`src/rtl/keypad_pkg.sv`:
```
// Shared types and helpers for the 4x4 matrix keypad scanner.
// Scan/debounce state encodings, row drive pattern and column priority pick.
package keypad_pkg;

    typedef enum logic [1:0] {
        R0 = 2'd0,
        R1 = 2'd1,
        R2 = 2'd2,
        R3 = 2'd3
    } scan_state_t;

    typedef enum logic [1:0] {
        IDLE     = 2'd0,
        DEBOUNCE = 2'd1,
        PRESSED  = 2'd2,
        RELEASE  = 2'd3
    } deb_state_t;

    // Active-low one-hot row drive for each scan state.
    function automatic logic [3:0] row_drive(input scan_state_t s);
        logic [3:0] r;
        case (s)
            R0:      r = 4'b1110;
            R1:      r = 4'b1101;
            R2:      r = 4'b1011;
            R3:      r = 4'b0111;
            default: r = 4'b1110;
        endcase
        return r;
    endfunction

    // Index of the lowest active-low column.
    function automatic logic [1:0] lowest_low_col(input logic [3:0] cols);
        logic [1:0] idx;
        if (cols[0] == 1'b0) begin
            idx = 2'd0;
        end else if (cols[1] == 1'b0) begin
            idx = 2'd1;
        end else if (cols[2] == 1'b0) begin
            idx = 2'd2;
        end else begin
            idx = 2'd3;
        end
        return idx;
    endfunction

endpackage

```
`src/rtl/keypad_debounce.sv`:
```
// Whole-scan debounce of keypad scan results; emits accepted key code,
// a one-cycle valid pulse and a held flag, all registered.
module keypad_debounce
    import keypad_pkg::*;
#(
    parameter int DEBOUNCE_SCANS = 4
) (
    input  logic       clk,
    input  logic       rst,
    input  logic       scan_end,
    input  logic       found,
    input  logic [3:0] code,
    output logic [3:0] key_code,
    output logic       key_valid,
    output logic       key_held
);

    localparam int CW = $clog2(DEBOUNCE_SCANS + 1);
    localparam logic [CW-1:0] TARGET = CW'(DEBOUNCE_SCANS);
    localparam logic [CW-1:0] ONE    = CW'(1);

    deb_state_t    state_r, state_next_s;
    logic [3:0]    cand_r, cand_next_s;
    logic [CW-1:0] cnt_r, cnt_next_s, cnt_inc_s;
    logic [3:0]    code_r, code_next_s;
    logic          valid_r, valid_next_s;
    logic          held_r, held_next_s;
    logic          match_s;

    // Debounce next-state and output decode; only scan-end strobes move it.
    always_comb begin
        state_next_s = state_r;
        cand_next_s  = cand_r;
        cnt_next_s   = cnt_r;
        code_next_s  = code_r;
        valid_next_s = 1'b0;
        match_s      = found && (code == cand_r);
        cnt_inc_s    = cnt_r + ONE;
        if (scan_end) begin
            case (state_r)
                IDLE: begin
                    if (found) begin
                        cand_next_s = code;
                        cnt_next_s  = ONE;
                        if (DEBOUNCE_SCANS == 1) begin
                            code_next_s  = code;
                            valid_next_s = 1'b1;
                            state_next_s = PRESSED;
                        end else begin
                            state_next_s = DEBOUNCE;
                        end
                    end else begin
                        state_next_s = IDLE;
                    end
                end
                DEBOUNCE: begin
                    if (match_s) begin
                        if (cnt_inc_s == TARGET) begin
                            code_next_s  = cand_r;
                            valid_next_s = 1'b1;
                            state_next_s = PRESSED;
                        end else begin
                            cnt_next_s = cnt_inc_s;
                        end
                    end else if (found) begin
                        cand_next_s = code;
                        cnt_next_s  = ONE;
                    end else begin
                        state_next_s = IDLE;
                    end
                end
                PRESSED: begin
                    if (match_s) begin
                        state_next_s = PRESSED;
                    end else if (DEBOUNCE_SCANS == 1) begin
                        state_next_s = IDLE;
                    end else begin
                        cnt_next_s   = ONE;
                        state_next_s = RELEASE;
                    end
                end
                RELEASE: begin
                    if (match_s) begin
                        state_next_s = PRESSED;
                    end else if (cnt_inc_s == TARGET) begin
                        state_next_s = IDLE;
                    end else begin
                        cnt_next_s = cnt_inc_s;
                    end
                end
                default: begin
                    state_next_s = IDLE;
                end
            endcase
        end else begin
            state_next_s = state_r;
        end
        held_next_s = (state_next_s == PRESSED) || (state_next_s == RELEASE);
    end

    // Debounce state and registered outputs.
    always_ff @(posedge clk) begin
        if (rst) begin
            state_r <= IDLE;
            cand_r  <= 4'd0;
            cnt_r   <= '0;
            code_r  <= 4'd0;
            valid_r <= 1'b0;
            held_r  <= 1'b0;
        end else begin
            state_r <= state_next_s;
            cand_r  <= cand_next_s;
            cnt_r   <= cnt_next_s;
            code_r  <= code_next_s;
            valid_r <= valid_next_s;
            held_r  <= held_next_s;
        end
    end

    assign key_code  = code_r;
    assign key_valid = valid_r;
    assign key_held  = held_r;

endmodule

```
`src/rtl/keypad_scanner.sv`:
```
// 4x4 matrix keypad scanner: walks rows low one at a time, samples the
// synchronized columns at the end of each row dwell, and debounces per scan.
module keypad_scanner
    import keypad_pkg::*;
#(
    parameter int SCAN_LIMIT     = 100000,
    parameter int DEBOUNCE_SCANS = 4
) (
    input  logic       clk,
    input  logic       rst,
    input  logic [3:0] col_in,
    output logic [3:0] row_out,
    output logic [3:0] key_code,
    output logic       key_valid,
    output logic       key_held
);

    localparam int CNT_W = $clog2(SCAN_LIMIT + 1);
    localparam logic [CNT_W-1:0] LAST = CNT_W'(SCAN_LIMIT);

    logic [3:0]       col_meta_r, col_sync_r;
    logic [CNT_W-1:0] dwell_r;
    scan_state_t      scan_r, scan_next_s;
    logic [3:0]       row_r;
    logic             found_acc_r;
    logic [3:0]       code_acc_r;
    logic             sample_s, scan_end_s, row_hit_s, scan_found_s;
    logic [1:0]       row_idx_s;
    logic [3:0]       row_code_s, scan_code_s;

    // Two-flop synchronizer; idle (pulled-up) value out of reset.
    always_ff @(posedge clk) begin
        if (rst) begin
            col_meta_r <= 4'b1111;
            col_sync_r <= 4'b1111;
        end else begin
            col_meta_r <= col_in;
            col_sync_r <= col_meta_r;
        end
    end

    // Scan FSM next state: advance one row at the end of each dwell.
    always_comb begin
        sample_s    = (dwell_r == LAST);
        scan_next_s = scan_r;
        if (sample_s) begin
            case (scan_r)
                R0:      scan_next_s = R1;
                R1:      scan_next_s = R2;
                R2:      scan_next_s = R3;
                R3:      scan_next_s = R0;
                default: scan_next_s = R0;
            endcase
        end else begin
            scan_next_s = scan_r;
        end
    end

    // Dwell counter, scan state and registered row drive.
    always_ff @(posedge clk) begin
        if (rst) begin
            dwell_r <= '0;
            scan_r  <= R0;
            row_r   <= 4'b1110;
        end else begin
            dwell_r <= sample_s ? '0 : dwell_r + CNT_W'(1);
            scan_r  <= scan_next_s;
            row_r   <= row_drive(scan_next_s);
        end
    end

    // Per-scan detection: an earlier row's hit in this scan takes priority.
    always_comb begin
        row_hit_s  = (col_sync_r != 4'b1111);
        row_idx_s  = scan_r;
        row_code_s = {row_idx_s, lowest_low_col(col_sync_r)};
        if (scan_r == R0) begin
            scan_found_s = row_hit_s;
            scan_code_s  = row_code_s;
        end else if (found_acc_r) begin
            scan_found_s = 1'b1;
            scan_code_s  = code_acc_r;
        end else begin
            scan_found_s = row_hit_s;
            scan_code_s  = row_code_s;
        end
        scan_end_s = sample_s && (scan_r == R3);
    end

    // Partial-scan result carried from row to row.
    always_ff @(posedge clk) begin
        if (rst) begin
            found_acc_r <= 1'b0;
            code_acc_r  <= 4'd0;
        end else if (sample_s) begin
            found_acc_r <= scan_found_s;
            code_acc_r  <= scan_code_s;
        end
    end

    keypad_debounce #(
        .DEBOUNCE_SCANS(DEBOUNCE_SCANS)
    ) u_debounce (
        .clk      (clk),
        .rst      (rst),
        .scan_end (scan_end_s),
        .found    (scan_found_s),
        .code     (scan_code_s),
        .key_code (key_code),
        .key_valid(key_valid),
        .key_held (key_held)
    );

    assign row_out = row_r;

endmodule

```
`config.mk`:
```
export PLATFORM = sky130hd
export DESIGN_NAME = keypad_scanner
export DESIGN_NICKNAME = d
export VERILOG_FILES = /design/src/rtl/keypad_pkg.sv /design/src/rtl/keypad_debounce.sv /design/src/rtl/keypad_scanner.sv
export SDC_FILE = /design/constraint.sdc
export NUM_CORES = 1
export LEC_CHECK = 0
export CORE_MARGIN = 3
export CORE_UTILIZATION = 57
export DETAILED_ROUTE_END_ITERATION = 8
export PLACE_DENSITY_LB_ADDON = 0.25
export SYNTH_ARGS = -nofsm -noshare
export SYNTH_HDL_FRONTEND = slang
export SYNTH_SLANG_ARGS = --single-unit
```
`constraint.sdc`:
```
create_clock -name clk -period 2.9 [get_ports clk]
set_input_delay 0.58 -clock clk [delete_from_list [all_inputs] [get_ports clk]]
set_output_delay 0.58 -clock clk [all_outputs]
set_load 0.05 [all_outputs]
```
### Power grid

Scale bar: 20 µm. Pins as bars on the die edge.
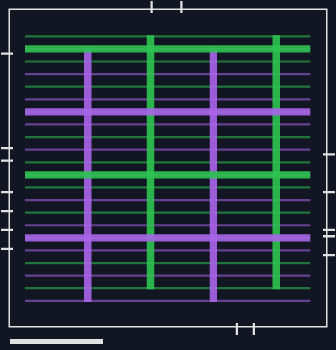
| net | colour |
|---|---|
| VSS | purple |
| VDD | green |
met4 straps: 4
rows: 21

### Routed clock nets over the placement

Scale bar: 20 µm.
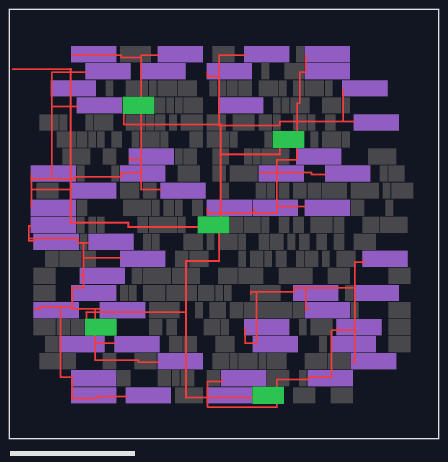
[clock-net drivers] green | count: 5
[clock wires] red | length: 556 µm
[flip-flops] purple | count: 51
flops lie: spread over the die

### Wiring by layer

Scale bar: 20 µm.
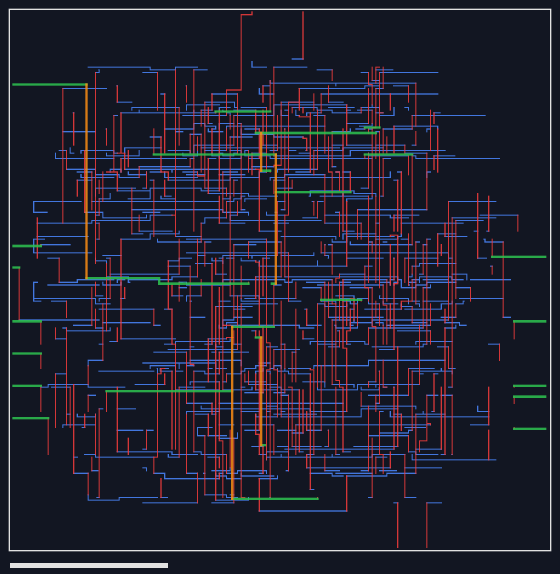
| layer | colour | wire length |
|---|---|---|
| M3 | green | 166 µm |
| M1 | blue | 1,990 µm |
| M2 | red | 1,880 µm |
| M4 | orange | 80.9 µm |

### Placement by cell class

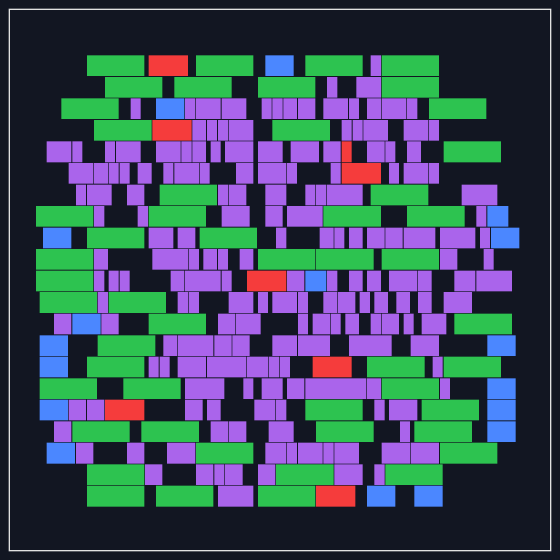
| class | colour | cells |
|---|---|---|
| remaining logic cells | purple | 184 |
| clock drivers and dummy loads | red | 8 |
| registers | green | 51 |
| remaining buffers and delay cells | blue | 17 |

### Clock routing

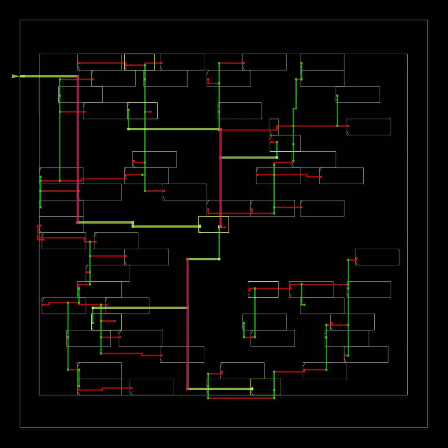
Skew-Pair Late Insertion Delay: 0.30 ns
Clk. pwr: 0.000436 W
number of clock buffer instances in the layout: 8

[metrics by stage]
stage | cell area (µm²) | setup TNS (ns) | utilization | instances | setup slack [ns]
floorplan | 2210 | 0 | - | 244 | 0.445
global placement | 2390 | 0 | 0.678 | 297 | 0.333
detailed placement | 2390 | 0 | 0.678 | 297 | 0.211
CTS | 2490 | 0 | 0.707 | 305 | 0.189
global route | 2520 | -0.0848 | 0.715 | 306 | -0.0578
finish | 2520 | 0 | 0.715 | 306 | 0.213
[power by group through the flow]
stage                     combinational [W]  clock (W)  sequential, W
final                             0.0000465   0.000436       0.000716
after detailed placement          0.0000447          0       0.000732
after CTS                         0.0000450   0.000445       0.000715
after floorplan                   0.0000319          0       0.000729
after global placement            0.0000440          0       0.000731
after global routing              0.0000534   0.000476       0.000717
[layout make-up]
cell class,count,share of cell area
tap,46,0.0229
multi-input combinational,173,0.450
clock buffer,8,0.0397
timing repair buffer,17,0.0656
inverter,11,0.0164
sequential,51,0.405
[logic make-up after synthesis]
| logic type | count (synthesis) | synth area share |
|---|---|---|
| buf+inv | 20 | 0.0346 |
| compound gates | 23 | 0.0686 |
| xor+xnor | 20 | 0.0793 |
| mux | 9 | 0.0414 |
| flops | 51 | 0.462 |
| simple gates | 113 | 0.269 |
| fa+ha+maj | 8 | 0.0453 |
[registers in the layout (all words and copies together) (netlist names), 3 cells and up]
register,cells
code_acc_r,4
col_meta_r,4
col_sync_r,4
dwell_r,17
row_out,4
u_debounce.cand_r,4
u_debounce.cnt_r,3
u_debounce.key_code,4
[cell usage in the layout (no fill, tap or decap), drive strengths merged, types with 2 or more instances in the layout]
master         count
dfxtp             51
nor2              42
nand2             15
clkdlybuf4s50     15
xor2              13
inv               11
nand3             10
or2               10
ha                 8
clkbuf             8
mux2i              8
a21oi              7
xnor2              7
nor3               5
nand4              4
and3               4
or3                4
a211oi             4
a31oi              4
nor4bb             3
nand2b             3
o21ai              3
and3b              2
a32o               2
nor2b              2
buf                2
nor4               2
and2               2
[layer usage]
| metal | vias up | global-route usage | share of wire |
|---|---|---|---|
| met1 | 808 | 0.274 | 0.48 |
| met4 | 0 | 0.0943 | 0.019 |
| met2 | 33 | 0.316 | 0.46 |
| met5 | - | 0 | 0 |
| met3 | 12 | 0.0591 | 0.040 |
| li1 | 851 | - | - |
[path summary, 6_finish.rpt]
| path | to | slack [ns] | cells past startpoint |
|---|---|---|---|
| max | u_debounce.cnt_r[1]$_SDFFE_PP0P_ | 0.21 | 9 |
| min | col_sync_r[0]$_SDFF_PP1_ | 0.41 | 1 |
| max reg2reg | u_debounce.cnt_r[1]$_SDFFE_PP0P_ | 0.21 | 9 |
| min reg2reg | col_sync_r[0]$_SDFF_PP1_ | 0.41 | 1 |
[repair_timing]
| action | in CTS | in global routing |
|---|---|---|
| gates resized | 0 | 5 |
| setup endpoints to repair | 0 | 3 |
| setup buffers | 0 | 1 |
| hold endpoints to repair | 0 | 0 |
==> highlights.md <==
* completed — run status
* 0 — total count of hold-check failures in the final report
* 273 — number of nets in the finished design
* 6 — peak fanout along the critical path
* 0.462 — sequential share of the synthesized area
* 0.000251 W — Sw Pwr
* 4 — detailed-router iteration count before antenna repair
* 2210 µm² — post-synthesis instance area
* 14.1% — layout-stage area growth over the synthesis result
* 0.42 ns — maximum single-stage delay on the critical path
* 258 — net count after synthesis
* 0.000947 W — Cell Int Power
* done — CTS tree
* dfxtp_1 — largest area contributor in the synthesized netlist
* 3520 µm² — placeable core area
* 5.57 — vias per inst
* 1 — worst path buffer plus inverter count
* simple AND/OR/NAND/NOR gates — CP top delay family
* 0 — number of routed nets with antenna violations
* 1130 µm² — combinational gate area
* 4.11 mm — overall routed net length
* 31 — number of warning messages in the logs
* 0.411 ns — minimum hold slack
* 0.839 — last weighted congestion value of the routability-driven placer
* dfxtp_1 (46%), nor2_1 (7.1%), xor2_1 (5.2%), ha_1 (4.5%), mux2i_1 (3.6%) — biggest area contributors in the synthesized netlist
Power is estimated from default activity; no workload was simulated.
